--- config.mk ---
export PLATFORM = sky130hd
export DESIGN_NAME = ofs_fim_pcie_ss_rxcrdt_sched_flat
export DESIGN_NICKNAME = d
export VERILOG_FILES = /design/src/rtl/ofs_fim_pcie_ss_rxcrdt_sched_if.sv /design/src/rtl/ofs_fim_pcie_ss_rxcrdt_sched.sv /design/src/flat_wrapper.sv
export SDC_FILE = /design/constraint.sdc
export NUM_CORES = 1
export LEC_CHECK = 0
export CAP_MARGIN = 20
export CORE_MARGIN = 1.5
export CORE_UTILIZATION = 55
export DETAILED_ROUTE_END_ITERATION = 8
export PLACE_DENSITY = 0.75
export SLEW_MARGIN = 20
export SYNTH_ARGS = -nofsm -noshare
export SYNTH_HDL_FRONTEND = slang
export SYNTH_SLANG_ARGS = --single-unit
--- constraint.sdc ---
create_clock -name clk -period 8.87 [get_ports clk]
set_clock_uncertainty 0.1 [all_clocks]
set_input_delay 1.774 -clock clk [delete_from_list [all_inputs] [get_ports clk]]
set_output_delay 1.774 -clock clk [all_outputs]
set_load 0.05 [all_outputs]
--- src/rtl/ofs_fim_pcie_ss_rxcrdt_sched_if.sv ---
// Release-event inputs and rxcrdt update outputs of the RX credit return scheduler.
// master: drives releases and observes updates; slave: the scheduler itself.
interface ofs_fim_pcie_ss_rxcrdt_sched_if;
  logic        cpl_rel_valid;
  logic [11:0] cpl_rel_data_cr;
  logic        req_rel_valid;
  logic        req_rel_np;
  logic [11:0] req_rel_data_cr;
  logic        rxcrdt_tvalid;
  logic [18:0] rxcrdt_tdata;
  logic        init_done;

  modport master (
    output cpl_rel_valid, cpl_rel_data_cr, req_rel_valid, req_rel_np, req_rel_data_cr,
    input  rxcrdt_tvalid, rxcrdt_tdata, init_done
  );

  modport slave (
    input  cpl_rel_valid, cpl_rel_data_cr, req_rel_valid, req_rel_np, req_rel_data_cr,
    output rxcrdt_tvalid, rxcrdt_tdata, init_done
  );
endinterface

--- src/rtl/ofs_fim_pcie_ss_rxcrdt_sched.sv ---
// RX credit return scheduler: advertises initial credits, then coalesces buffer releases
// into six accumulators and returns them round-robin. OFS_FIM_PCIE_SS_RXCRDT_SCHED_IMMEDIATE_EN
// makes every non-zero accumulator eligible each cycle (no threshold/timeout coalescing).
//
// state   | meaning
// ST_INIT | emit initial credits for types 0..5, one per cycle
// ST_RUN  | round-robin return of accumulated credits
module ofs_fim_pcie_ss_rxcrdt_sched #(
  parameter int INIT_PH   = 64,
  parameter int INIT_NPH  = 64,
  parameter int INIT_CPLH = 128,
  parameter int INIT_PD   = 1024,
  parameter int INIT_NPD  = 64,
  parameter int INIT_CPLD = 2048,
  parameter int THRESH_H  = 4,
  parameter int THRESH_D  = 32,
  parameter int TIMEOUT   = 64
) (
  input logic                           clk,
  input logic                           rst_n,
  ofs_fim_pcie_ss_rxcrdt_sched_if.slave rx
);

  localparam int             TW    = $clog2(TIMEOUT + 1);
  localparam logic [TW-1:0]  TMAX  = TW'(TIMEOUT);
  localparam logic [17:0]    THR_H = 18'(THRESH_H);
  localparam logic [17:0]    THR_D = 18'(THRESH_D);

  typedef enum logic {ST_INIT, ST_RUN} state_t;

  state_t        state_q, state_d;
  logic [2:0]    init_idx_q, init_idx_d;
  logic [TW-1:0] timer_q, timer_d;
  logic [2:0]    rr_q, rr_d;
  logic [5:0]    flush_q, flush_d;
  logic          sat_q, sat_d;
  logic [17:0]   acc_q [6];
  logic [17:0]   acc_d [6];
  logic [11:0]   add_v [6];
  logic [15:0]   cnt [6];
  logic [5:0]    elig, nz;
  logic          expired, found, issue;
  logic [2:0]    sel, rr_idx;
  logic [15:0]   sel_cnt, sub;
  logic [18:0]   sum;
  logic          tvalid_q, tvalid_d;
  logic [18:0]   tdata_q, tdata_d;
  logic          init_done_q;
  logic          req_p, req_np;

  function automatic logic [15:0] init_val(input logic [2:0] t);
    case (t)
      3'd0:    return 16'(INIT_PH);
      3'd1:    return 16'(INIT_NPH);
      3'd2:    return 16'(INIT_CPLH);
      3'd3:    return 16'(INIT_PD);
      3'd4:    return 16'(INIT_NPD);
      default: return 16'(INIT_CPLD);
    endcase
  endfunction

  assign req_p    = rx.req_rel_valid & ~rx.req_rel_np;
  assign req_np   = rx.req_rel_valid & rx.req_rel_np;
  assign add_v[0] = {11'd0, req_p};
  assign add_v[1] = {11'd0, req_np};
  assign add_v[2] = {11'd0, rx.cpl_rel_valid};
  assign add_v[3] = req_p ? rx.req_rel_data_cr : 12'd0;
  assign add_v[4] = req_np ? rx.req_rel_data_cr : 12'd0;
  assign add_v[5] = rx.cpl_rel_valid ? rx.cpl_rel_data_cr : 12'd0;
  assign expired  = (timer_q == TMAX);

  always_comb begin : p_elig
    elig = '0;
    nz   = '0;
    for (int t = 0; t < 6; t++) begin
      cnt[t] = (acc_q[t] > 18'h0FFFF) ? 16'hFFFF : acc_q[t][15:0];
      nz[t]  = (acc_q[t] != '0);
`ifdef OFS_FIM_PCIE_SS_RXCRDT_SCHED_IMMEDIATE_EN
      elig[t] = nz[t];
`else
      elig[t] = (acc_q[t] >= ((t < 3) ? THR_H : THR_D)) || (nz[t] && (expired || flush_q[t]));
`endif
    end
  end

  // Walk backwards so the candidate nearest to rr_q+1 is the one left in sel.
  always_comb begin : p_arb
    found   = 1'b0;
    sel     = '0;
    sel_cnt = '0;
    rr_idx  = '0;
    for (int k = 5; k >= 0; k--) begin
      rr_idx = 3'((int'(rr_q) + 1 + k) % 6);
      if (elig[rr_idx]) begin
        found   = 1'b1;
        sel     = rr_idx;
        sel_cnt = cnt[rr_idx];
      end
    end
  end

  always_comb begin : p_fsm
    state_d    = state_q;
    init_idx_d = init_idx_q;
    timer_d    = timer_q;
    rr_d       = rr_q;
    tvalid_d   = 1'b0;
    tdata_d    = '0;
    issue      = 1'b0;
    unique case (state_q)
      ST_INIT: begin
        tvalid_d = 1'b1;
        tdata_d  = {init_idx_q, init_val(init_idx_q)};
        timer_d  = '0;
        if (init_idx_q == 3'd5) begin
          state_d    = ST_RUN;
          init_idx_d = '0;
        end else begin
          init_idx_d = init_idx_q + 3'd1;
        end
      end
      ST_RUN: begin
        if (found) begin
          issue    = 1'b1;
          tvalid_d = 1'b1;
          tdata_d  = {sel, sel_cnt};
          rr_d     = sel;
          timer_d  = '0;
        end else if (timer_q != TMAX) begin
          timer_d = timer_q + TW'(1);
        end
      end
    endcase
  end

  // Types still non-zero at expiry stay flushable after the timer restarts on the first flush.
  always_comb begin : p_flush
    flush_d = flush_q;
`ifndef OFS_FIM_PCIE_SS_RXCRDT_SCHED_IMMEDIATE_EN
    if (state_q == ST_RUN) begin
      if (expired) flush_d = flush_q | nz;
      if (issue)   flush_d[sel] = 1'b0;
    end
`endif
  end

  always_comb begin : p_acc
    sat_d = sat_q;
    sum   = '0;
    sub   = '0;
    for (int t = 0; t < 6; t++) begin
      sub = (issue && (sel == 3'(t))) ? sel_cnt : 16'd0;
      sum = {1'b0, acc_q[t]} - {3'd0, sub} + {7'd0, add_v[t]};
      if (sum[18]) begin
        acc_d[t] = '1;
        sat_d    = 1'b1;
      end else begin
        acc_d[t] = sum[17:0];
      end
    end
  end

  always_ff @(posedge clk) begin
    if (!rst_n) begin
      state_q     <= ST_INIT;
      init_idx_q  <= '0;
      timer_q     <= '0;
      rr_q        <= '0;
      flush_q     <= '0;
      sat_q       <= 1'b0;
      tvalid_q    <= 1'b0;
      tdata_q     <= '0;
      init_done_q <= 1'b0;
      for (int t = 0; t < 6; t++) acc_q[t] <= '0;
    end else begin
      state_q     <= state_d;
      init_idx_q  <= init_idx_d;
      timer_q     <= timer_d;
      rr_q        <= rr_d;
      flush_q     <= flush_d;
      sat_q       <= sat_d;
      tvalid_q    <= tvalid_d;
      tdata_q     <= tdata_d;
      init_done_q <= (state_q == ST_RUN);
      for (int t = 0; t < 6; t++) acc_q[t] <= acc_d[t];
    end
  end

  assign rx.rxcrdt_tvalid = tvalid_q;
  assign rx.rxcrdt_tdata  = tdata_q;
  assign rx.init_done     = init_done_q;

`ifndef SYNTHESIS
  always_ff @(posedge clk) begin
    if (rst_n) assert (!sat_q) else $error("rxcrdt credit accumulator saturated");
  end
`endif

endmodule

--- src/flat_wrapper.sv ---
// flat-port wrapper written by rule: the top's interface ports become plain ports
module ofs_fim_pcie_ss_rxcrdt_sched_flat 
#(
  parameter int INIT_PH   = 64,
  parameter int INIT_NPH  = 64,
  parameter int INIT_CPLH = 128,
  parameter int INIT_PD   = 1024,
  parameter int INIT_NPD  = 64,
  parameter int INIT_CPLD = 2048,
  parameter int THRESH_H  = 4,
  parameter int THRESH_D  = 32,
  parameter int TIMEOUT   = 64
)
  (clk, rst_n, rx_cpl_rel_valid, rx_cpl_rel_data_cr, rx_req_rel_valid, rx_req_rel_np, rx_req_rel_data_cr, rx_rxcrdt_tvalid, rx_rxcrdt_tdata, rx_init_done);
  ofs_fim_pcie_ss_rxcrdt_sched_if rx_i ();
  input logic clk;
  input logic rst_n;
  input wire logic [$bits(rx_i.cpl_rel_valid)-1:0] rx_cpl_rel_valid;
  input wire logic [$bits(rx_i.cpl_rel_data_cr)-1:0] rx_cpl_rel_data_cr;
  input wire logic [$bits(rx_i.req_rel_valid)-1:0] rx_req_rel_valid;
  input wire logic [$bits(rx_i.req_rel_np)-1:0] rx_req_rel_np;
  input wire logic [$bits(rx_i.req_rel_data_cr)-1:0] rx_req_rel_data_cr;
  output wire logic [$bits(rx_i.rxcrdt_tvalid)-1:0] rx_rxcrdt_tvalid;
  output wire logic [$bits(rx_i.rxcrdt_tdata)-1:0] rx_rxcrdt_tdata;
  output wire logic [$bits(rx_i.init_done)-1:0] rx_init_done;
  assign rx_i.cpl_rel_valid = rx_cpl_rel_valid;
  assign rx_i.cpl_rel_data_cr = rx_cpl_rel_data_cr;
  assign rx_i.req_rel_valid = rx_req_rel_valid;
  assign rx_i.req_rel_np = rx_req_rel_np;
  assign rx_i.req_rel_data_cr = rx_req_rel_data_cr;
  assign rx_rxcrdt_tvalid = rx_i.rxcrdt_tvalid;
  assign rx_rxcrdt_tdata = rx_i.rxcrdt_tdata;
  assign rx_init_done = rx_i.init_done;
  ofs_fim_pcie_ss_rxcrdt_sched #(.INIT_PH(INIT_PH), .INIT_NPH(INIT_NPH), .INIT_CPLH(INIT_CPLH), .INIT_PD(INIT_PD), .INIT_NPD(INIT_NPD), .INIT_CPLD(INIT_CPLD), .THRESH_H(THRESH_H), .THRESH_D(THRESH_D), .TIMEOUT(TIMEOUT)) u_core (.clk(clk), .rst_n(rst_n), .rx(rx_i));
endmodule
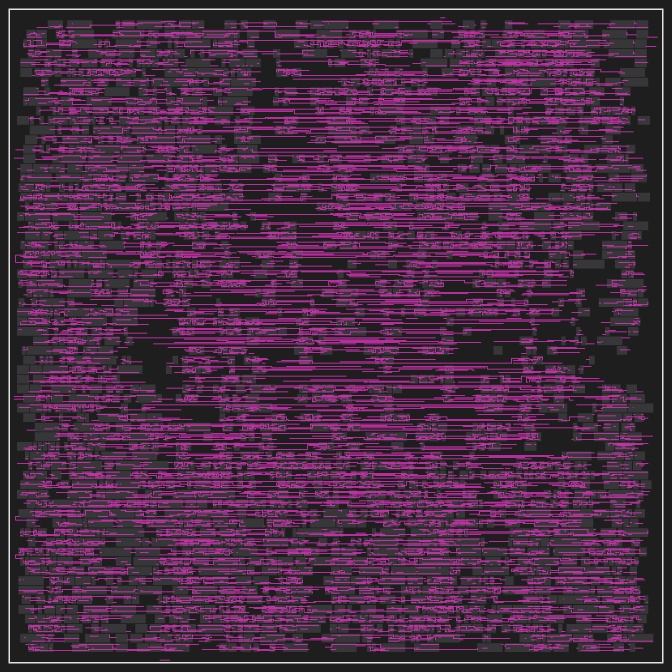
(M1 wires)
wire length on this layer: 28.3 mm
main direction: horizontal
nets with wire on the layer: 2591
share of all routed wire: 39%
longest straight run: 102 um
via count: 19433
drt total wl: 71600 um
routing usage on met1: 52.8%

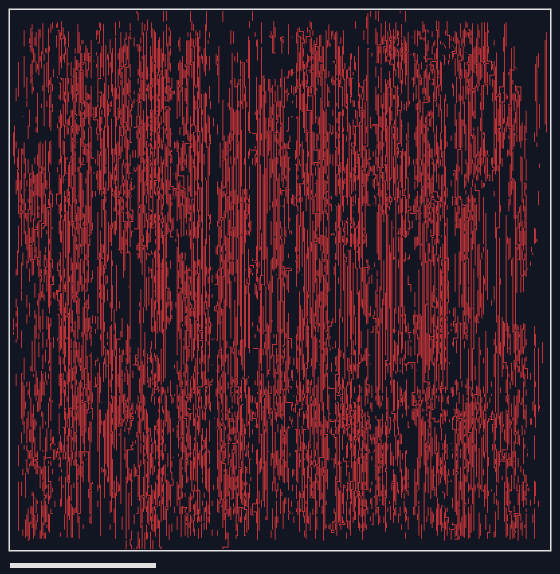
(met2 routing)
Bar = 50 um.
share of all routed wire: 43%
longest straight run: 85.0 um
nets with wire on the layer: 2299
main direction: vertical
M2 GR Usage: 65.7%

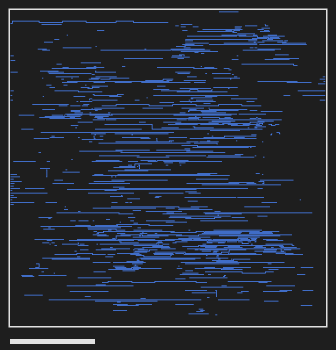
(signal wires on met3)
Bar = 50 um.
wire length on this layer: 7850 um
nets with wire on the layer: 365
longest straight run: 89.0 um
met3 usage: 10.7%

[Yosys cell counts, types with 8 or more instances]
master / instances
nand2_1: 233
ha_1: 205
nor2_1: 199
a21oi_1: 198
inv_1: 154
dfxtp_1: 149
o21ai_0: 120
nor3_1: 107
clkbuf_1: 82
xnor2_1: 70
nand3_1: 64
o21a_1: 59
mux2i_1: 53
and2_1: 50
xor2_1: 47
o22ai_1: 45
fa_1: 39
nand2b_1: 37
a21o_1: 34
nor4_1: 30
a31oi_1: 29
a211oi_1: 23
buf_1: 23
nand4_1: 23
nor2b_1: 21
a31o_2: 20
o21bai_1: 20
mux2_2: 18
o31ai_1: 17
or3_1: 16
nor3b_1: 14
and3_1: 13
buf_2: 13
o211ai_1: 13
a211o_1: 12
a311oi_1: 12
or2_2: 12
nand3b_1: 9
a41oi_1: 8
[final timing paths]
kind                                             to              start  slack, ns
worst max-delay path            u_core.acc_q[0][48]     u_core.rr_q[1]       0.40
worst max register to register  u_core.acc_q[0][48]     u_core.rr_q[1]       0.40
worst min-delay path              u_core.timer_q[6]  u_core.timer_q[6]       0.41
worst min register to register    u_core.timer_q[6]  u_core.timer_q[6]       0.41
[metrics by stage]
stage	hold slack, ns	total power, W	cells	setup slack, ns	area (um2)
global placement	0.391	0.00834	2891	0.423	19400
finish	0.414	0.00959	2924	0.404	20000
detailed placement	0.398	0.00851	2891	0.187	19400
floorplan	0.371	0.00631	2438	0.100	18200
global route	0.447	0.0102	2923	0.0148	20000
CTS	0.417	0.00933	2923	0.126	20000
[power by group]
| part | leakage, nW | total (W) | internal, W | switching (W) |
|---|---|---|---|---|
| Clock | 0.295 | 0.000764 | 0.000407 | 0.000357 |
| Combinational | 7.03 | 0.00747 | 0.00291 | 0.00456 |
| Sequential | 1.24 | 0.00136 | 0.000953 | 0.000407 |
| Total | 8.56 | 0.00959 | 0.00426 | 0.00532 |
[state kept, by name, summed over array words and instances (netlist names)]
name / cells
u_core.rx.rxcrdt_tdata: 19
u_core.flush_q: 6
u_core.state_q: 1
u_core.init_idx_q: 3
u_core.rx.init_done: 1
u_core.acc_q: 108
u_core.rr_q: 3
u_core.timer_q: 7
u_core.rx.rxcrdt_tvalid: 1
[final cells by class]
type | instances | area [um2] | share of cell area, %
antenna | 1 | 2.50 | 0.0125
clock buffer | 18 | 439 | 2.19
clock inverter | 14 | 159 | 0.793
inverter | 157 | 589 | 2.94
multi-input combinational | 2004 | 14100 | 70.6
sequential | 149 | 2990 | 14.9
tap | 442 | 553 | 2.76
timing repair buffer | 139 | 1160 | 5.81
[routing by layer]
layer  global-route usage [%]  up-vias  share of wire (%)  routed length, um
met2                     65.7     1140                 43              31000
met1                     52.8     9146                 39              28300
met4                     24.5        0                6.3               4490
met3                     10.7      258                 11               7850
met5                        0        -                  0                  0
li1                         -     8889                  -                  -
[cell families after synthesis]
logic type / synth area share [%]
and+or+nand+nor: 22.9
AOI/OAI and AO/OA: 26.2
buffers and inverters: 6.29
adders and majority gates: 18.4
DFF: 16.4
xor gates and xnor gates: 5.62
muxes: 4.31
==> results.cfg <==
; yosys + openroad results
[run_status]
status = finished, final reports clean

[final_layout]
fillers = 2988
nets = 2741
layout-drive-gt1-share_pct = 8.79

[setup_path]
cp-end-kind = flip-flop
critPathKind = flip-flop to flip-flop
path_max_fanout = 20
path_buffers = 7
required_ns = 9.15
slowest_stage = a211oi_2
startpoint_type = flip-flop
cp.depth = 30

[timing]
rsz0062_at_grt = no
fin_tns_setup_ns = 0
maxSlewViolCount = 0
fin_crit_sh_pct = 95.4
hold_viol_final = 0
slew_headroom_pct = 27.8
fmax_mhz = 118

[grt]
grt_pass1_vias = 18153
groute.usage.overall_pct = 42.2
grt_max_degree = 78

[clock_tree]
path_clk_slew_ns = 0.07
cts_num_sinks = 149
cts_buffers = 17
root_buffer = clkbuf_16
cts_hold_buf = 0

[synthesis]
yosys.area.top_type = dfxtp_1
ys_area_um2 = 18200
edf_count = 0
ys_cells = 2438
top_cells_by_area = dfxtp_1 16%, ha_1 14%, a21oi_1 5.4%
syn_inst = 2438
postSynth.asyncResetShare_pct = 0
syn-num-nets = 2711
ys_seq_share_pct = 16.4
ys_warn_count = 0
synthFlopType = dfxtp_1

[placed_design]
hpwl_um = 55200
numPortBuffers = 49

[job]
warnings = 53

[routing]
vias_per_cell = 6.65
postRouteAntennaNets = 0
drtPass1Iterations = 7

[die]
initCoreUtil_pct = 56.0
io-pin-count = 50
die_area_um2 = 34200
die_width_um = 185

[power_and_ir_drop]
p_leak_nw = 8.56
No activity file was given, so power comes from the tool's default toggle rates.
